**src/rtl/stop_watch_timer.sv**
```systemverilog
// -----------------------------------------------------------------------------
// stop_watch_timer
//
// Elapsed-time counter sitting behind the stop_watch control FSM. While the
// FSM reports "running" a prescaler divides the system clock down to a 0.1 s
// tick, and each tick advances a BCD MM:SS.t count. A lap request freezes the
// displayed value while the live count keeps going, and a sticky flag records
// that the count wrapped past 59:59.9.
//
// Parameters
//   TICK_DIV  clock cycles per 0.1 s tick (>= 2)
//   CNT_W     prescaler width, derived from TICK_DIV
//
// Ports
//   i_clk_h            system clock, rising edge
//   i_sys_rst_l        synchronous active-low system reset
//   i_watch_running_h  count enable from the control FSM
//   i_watch_rst_h      clear-time request from the control FSM
//   i_lap_h            lap request level; each rising edge toggles lap hold
//   o_tenths           displayed tenths of a second (BCD 0-9)
//   o_sec_ones         displayed seconds units (BCD 0-9)
//   o_sec_tens         displayed seconds tens (BCD 0-5)
//   o_min_ones         displayed minutes units (BCD 0-9)
//   o_min_tens         displayed minutes tens (BCD 0-5)
//   o_tick_h           one-cycle pulse each time the count advances
//   o_lap_active_h     display is frozen at the lap capture
//   o_overflow_h       sticky: count wrapped past 59:59.9
// -----------------------------------------------------------------------------
module stop_watch_timer #(
    parameter  int TICK_DIV = 5_000_000,
    localparam int CNT_W    = $clog2(TICK_DIV)
) (
    input  logic       i_clk_h,
    input  logic       i_sys_rst_l,
    input  logic       i_watch_running_h,
    input  logic       i_watch_rst_h,
    input  logic       i_lap_h,
    output logic [3:0] o_tenths,
    output logic [3:0] o_sec_ones,
    output logic [3:0] o_sec_tens,
    output logic [3:0] o_min_ones,
    output logic [3:0] o_min_tens,
    output logic       o_tick_h,
    output logic       o_lap_active_h,
    output logic       o_overflow_h
);

    localparam logic [CNT_W-1:0] PRESC_LAST = CNT_W'(TICK_DIV - 1);
    localparam logic [CNT_W-1:0] PRESC_ONE  = CNT_W'(1);
    localparam logic [CNT_W-1:0] PRESC_ZERO = CNT_W'(0);

    // One BCD digit step: returns {carry_out, next_digit}. The digit only
    // moves when carry_in is set; reaching (or somehow exceeding) max_d wraps
    // to zero and carries, so an out-of-range value can never persist.
    function automatic logic [4:0] bcd_step(
        input logic [3:0] d,
        input logic [3:0] max_d,
        input logic       cin
    );
        logic [4:0] r;
        if (!cin) begin
            r = {1'b0, d};
        end else if (d >= max_d) begin
            r = {1'b1, 4'd0};
        end else begin
            r = {1'b0, d + 4'd1};
        end
        return r;
    endfunction

    // Live count, prescaler and status registers
    logic [CNT_W-1:0] presc_q,      presc_d;
    logic [3:0]       tenths_q,     tenths_d;
    logic [3:0]       sec_ones_q,   sec_ones_d;
    logic [3:0]       sec_tens_q,   sec_tens_d;
    logic [3:0]       min_ones_q,   min_ones_d;
    logic [3:0]       min_tens_q,   min_tens_d;
    logic             tick_q,       tick_d;
    logic             overflow_q,   overflow_d;

    // Lap capture registers and lap edge detector
    logic [3:0]       cap_tenths_q,   cap_tenths_d;
    logic [3:0]       cap_sec_ones_q, cap_sec_ones_d;
    logic [3:0]       cap_sec_tens_q, cap_sec_tens_d;
    logic [3:0]       cap_min_ones_q, cap_min_ones_d;
    logic [3:0]       cap_min_tens_q, cap_min_tens_d;
    logic             lap_q,          lap_d;
    logic             lap_active_q,   lap_active_d;

    // Combinational helpers
    logic [4:0]       tn_step_s;
    logic [4:0]       so_step_s;
    logic [4:0]       st_step_s;
    logic [4:0]       mo_step_s;
    logic [4:0]       mt_step_s;
    logic             tick_now_s;
    logic             lap_edge_s;

    // Carry chain for one 0.1 s increment of the live count
    assign tn_step_s = bcd_step(tenths_q,   4'd9, 1'b1);
    assign so_step_s = bcd_step(sec_ones_q, 4'd9, tn_step_s[4]);
    assign st_step_s = bcd_step(sec_tens_q, 4'd5, so_step_s[4]);
    assign mo_step_s = bcd_step(min_ones_q, 4'd9, st_step_s[4]);
    assign mt_step_s = bcd_step(min_tens_q, 4'd5, mo_step_s[4]);

    assign tick_now_s = i_watch_running_h && (presc_q == PRESC_LAST);
    assign lap_edge_s = i_lap_h & ~lap_q;

    // Next-state logic: watch reset beats counting and lap handling
    always_comb begin
        presc_d        = presc_q;
        tenths_d       = tenths_q;
        sec_ones_d     = sec_ones_q;
        sec_tens_d     = sec_tens_q;
        min_ones_d     = min_ones_q;
        min_tens_d     = min_tens_q;
        tick_d         = 1'b0;
        overflow_d     = overflow_q;
        cap_tenths_d   = cap_tenths_q;
        cap_sec_ones_d = cap_sec_ones_q;
        cap_sec_tens_d = cap_sec_tens_q;
        cap_min_ones_d = cap_min_ones_q;
        cap_min_tens_d = cap_min_tens_q;
        lap_active_d   = lap_active_q;
        lap_d          = i_lap_h;

        if (i_watch_rst_h) begin
            presc_d        = PRESC_ZERO;
            tenths_d       = 4'd0;
            sec_ones_d     = 4'd0;
            sec_tens_d     = 4'd0;
            min_ones_d     = 4'd0;
            min_tens_d     = 4'd0;
            overflow_d     = 1'b0;
            cap_tenths_d   = 4'd0;
            cap_sec_ones_d = 4'd0;
            cap_sec_tens_d = 4'd0;
            cap_min_ones_d = 4'd0;
            cap_min_tens_d = 4'd0;
            lap_active_d   = 1'b0;
        end else begin
            if (tick_now_s) begin
                presc_d    = PRESC_ZERO;
                tick_d     = 1'b1;
                tenths_d   = tn_step_s[3:0];
                sec_ones_d = so_step_s[3:0];
                sec_tens_d = st_step_s[3:0];
                min_ones_d = mo_step_s[3:0];
                min_tens_d = mt_step_s[3:0];
                // Carry out of the minutes-tens digit means 59:59.9 -> 00:00.0
                if (mt_step_s[4]) begin
                    overflow_d = 1'b1;
                end else begin
                    overflow_d = overflow_q;
                end
            end else if (i_watch_running_h) begin
                presc_d = presc_q + PRESC_ONE;
            end else begin
                // Paused: prescaler holds so a resumed run keeps its partial tick
                presc_d = presc_q;
            end

            // Capture uses the _q digits, i.e. the value before any same-edge tick
            if (lap_edge_s) begin
                if (!lap_active_q) begin
                    cap_tenths_d   = tenths_q;
                    cap_sec_ones_d = sec_ones_q;
                    cap_sec_tens_d = sec_tens_q;
                    cap_min_ones_d = min_ones_q;
                    cap_min_tens_d = min_tens_q;
                    lap_active_d   = 1'b1;
                end else begin
                    lap_active_d   = 1'b0;
                end
            end else begin
                lap_active_d = lap_active_q;
            end
        end
    end

    // State registers with synchronous active-low system reset
    always_ff @(posedge i_clk_h) begin
        if (!i_sys_rst_l) begin
            presc_q        <= PRESC_ZERO;
            tenths_q       <= 4'd0;
            sec_ones_q     <= 4'd0;
            sec_tens_q     <= 4'd0;
            min_ones_q     <= 4'd0;
            min_tens_q     <= 4'd0;
            tick_q         <= 1'b0;
            overflow_q     <= 1'b0;
            cap_tenths_q   <= 4'd0;
            cap_sec_ones_q <= 4'd0;
            cap_sec_tens_q <= 4'd0;
            cap_min_ones_q <= 4'd0;
            cap_min_tens_q <= 4'd0;
            lap_q          <= 1'b0;
            lap_active_q   <= 1'b0;
        end else begin
            presc_q        <= presc_d;
            tenths_q       <= tenths_d;
            sec_ones_q     <= sec_ones_d;
            sec_tens_q     <= sec_tens_d;
            min_ones_q     <= min_ones_d;
            min_tens_q     <= min_tens_d;
            tick_q         <= tick_d;
            overflow_q     <= overflow_d;
            cap_tenths_q   <= cap_tenths_d;
            cap_sec_ones_q <= cap_sec_ones_d;
            cap_sec_tens_q <= cap_sec_tens_d;
            cap_min_ones_q <= cap_min_ones_d;
            cap_min_tens_q <= cap_min_tens_d;
            lap_q          <= lap_d;
            lap_active_q   <= lap_active_d;
        end
    end

    // Display selects between two register banks, adding no latency
    assign o_tenths       = lap_active_q ? cap_tenths_q   : tenths_q;
    assign o_sec_ones     = lap_active_q ? cap_sec_ones_q : sec_ones_q;
    assign o_sec_tens     = lap_active_q ? cap_sec_tens_q : sec_tens_q;
    assign o_min_ones     = lap_active_q ? cap_min_ones_q : min_ones_q;
    assign o_min_tens     = lap_active_q ? cap_min_tens_q : min_tens_q;
    assign o_tick_h       = tick_q;
    assign o_lap_active_h = lap_active_q;
    assign o_overflow_h   = overflow_q;

endmodule

```
**config.mk**
```make
export PLATFORM = sky130hd
export DESIGN_NAME = stop_watch_timer
export DESIGN_NICKNAME = d
export VERILOG_FILES = /design/src/rtl/stop_watch_timer.sv
export SDC_FILE = /design/constraint.sdc
export NUM_CORES = 1
export LEC_CHECK = 0
export CAP_MARGIN = 20
export CELL_PAD_IN_SITES_DETAIL_PLACEMENT = 0
export CELL_PAD_IN_SITES_GLOBAL_PLACEMENT = 1
export CORE_MARGIN = 2
export CORE_UTILIZATION = 43
export CTS_CLUSTER_DIAMETER = 50
export DETAILED_ROUTE_END_ITERATION = 8
export HOLD_SLACK_MARGIN = 0.1
export PLACE_DENSITY_LB_ADDON = 0.1
export SYNTH_ARGS = -nofsm -noshare
export SYNTH_HDL_FRONTEND = slang
export SYNTH_SLANG_ARGS = --single-unit
```
**constraint.sdc**
```tcl
create_clock -name i_clk_h -period 2.9 [get_ports i_clk_h]
set_input_delay 0.29 -clock i_clk_h [delete_from_list [all_inputs] [get_ports i_clk_h]]
set_output_delay 0.29 -clock i_clk_h [all_outputs]
set_load 0.02 [all_outputs]
```
### Where the registers sit

The bar under the picture is 20 microns long. Other sequential cells in the stronger gray, the rest of the logic in the fainter gray.
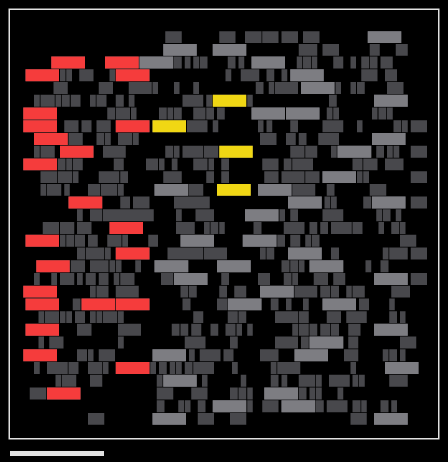
legend:
  tenths_q:
    color: yellow
    sequential_cells: 4
  presc_q:
    color: red
    sequential_cells: 23
not colored: 40

### Local utilization

The die is cut into 9 by 9 equal tiles; black is low, pale yellow is high, 0 to 100% covered.
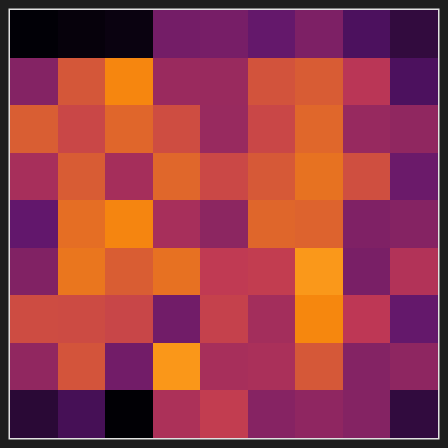
nearly empty tiles: 3.7%
fullest tile: 78%
tiles over 75% full: 2.5%
mean over tiles: 45%

### Placed cells, one color a class

The bar under the picture is 20 microns long. Fill, decap, tap and diode cells in gray.
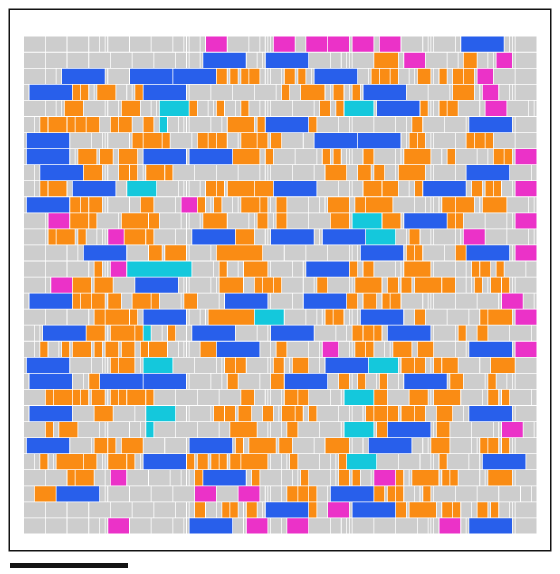
legend:
  flip-flops:
    color: blue
    cells: 67
  clock drivers and dummy loads:
    color: cyan
    cells: 16
  all other logic:
    color: orange
    cells: 311
  other buffers and delay cells:
    color: magenta
    cells: 35

==> reports/metrics.csv <==
stage,metric,value,unit
cells_and_area,combAreaFraction,0.468,
power_and_ir_drop,pwr-share-clk,0.450,
run_status,status,"finished, final reports clean",
clocking,clock_tree.buffer_depth,2,
power_and_ir_drop,power.density,463,nW/um^2
worst_setup_path,cell_family_contributing_the_most_delay_on_the_critical_path,simple AND/OR/NAND/NOR gates,
worst_setup_path,worst_setup_ep,o_overflow_h,
worst_setup_path,timing.critical_path.mode_cell,sky130_fd_sc_hd__or4_4,
clocking,cts_tree,built,
die,i_o_pin_count,28,
route,vias,2714,
sta,final_min_period_over_clock_period,0.810,
placed_design,dp.final_hpwl,4690,microns
power_and_ir_drop,p_sw_frac,0.212,
run,warning_count,36,
grt,use_met3,0.0332,
worst_setup_path,timing.reg2reg.setup_slack,550,ps
hold_path,min_delay_worst_endpoint,cap_min_tens_q[0],
cells_and_area,final_nets,445,
synthesis,yosysWarnings,0,
worst_setup_path,critPathKind,reg -> reg,
power_and_ir_drop,p_int,1.41,mW
synthesis,yosys_cells,395,
synthesis,compound_area_frac,0.121,
grt,antenna_violations_before_repair,0,
grt,overflow,0,
route,wirelength_met1,3380,microns
synthesis,synth.yosys.chip_area,3290,sq um
worst_setup_path,data_required_critical_path,3180,ps
cells_and_area,dominant_cells,combinational gates,
worst_setup_path,critical-path-max-stage-delay,640,ps
hold_path,min-delay-path-class,reg -> reg,
die,chip_area,8370,sq um
sta,slew_headroom,0.487,
worst_setup_path,critical_path_cell_with_the_highest_stage_delay,sky130_fd_sc_hd__or4_4,
route,ant_nets,0,
cells_and_area,nFlopsAndLatches,67,
route,detail_route.vias_per_cell,5.14,
grt,grt_pass1_vias,2585,
clocking,cts_inserted_buffers,9,
synthesis,cell_area_after_technology_mapping,3290,sq um
sta,timing.final.max_slew_violations,0,
synthesis,synth-seq-cells,67,
synthesis,yosys.stat.seqShare,0.408,
die,die_w,91.5,microns
clocking,holdBufCountCts,0,
cells_and_area,clockNetworkAreaShare,0.0534,
cells_and_area,fillCellCount,711,
placed_design,placement.cell_area,3660,sq um
cells_and_area,post-route-util,0.527,
sta,worst_pin_slew,769,ps
synthesis,most_common_cell,sky130_fd_sc_hd__nand2_1,
placed_design,dp_slack,322,ps
clocking,clock_sinks,67,
synthesis,syn_area_per_cell,8.33,sq um
worst_setup_path,cp_cell_sequence,ha_1 > nand3_2 > or4_4 > or4_4 > nor3_1 > o21a_1,
route,route.met3.wl,228,microns
die,num_tap_cells,99,
sta,setup_violations,0,
grt,grt_start_max_net_pins,41,
route,remaining_drc_errors,0,
route,wl_cell,13.3,microns
synthesis,synth_cells,395,
synthesis,mux_area_frac,0.0369,
placed_design,place.gp.congestion,0.800,
cells_and_area,insertedDiodeCount,0,
-- power groups by stage --
stage / logic [mW] / registers (mW) / clock network (mW)
after floorplan: 0.0390 / 0.945 / 0
after global placement: 0.0619 / 0.944 / 0
after detailed placement: 0.0618 / 0.945 / 0
after CTS: 0.0618 / 0.923 / 0.830
after global routing: 0.0662 / 0.923 / 0.865
final: 0.0599 / 0.924 / 0.805
-- cell usage in the layout, fill, tap and decap left out, drive strengths merged, types with 3 or more instances in the layout --
master and n:
and3 6, a21oi 36, xor2 15, inv 14, nand2 70, nand4 10
mux2 9, nor4 6, nor2 38, nand3 16, nand2b 4, o21ai 21
a31oi 3, clkbuf 15, clkdlybuf4s50 27, ha 16, xnor2 7, nor3 8
buf 8, dfxtp 67
Power and IR drop assume default switching activity.
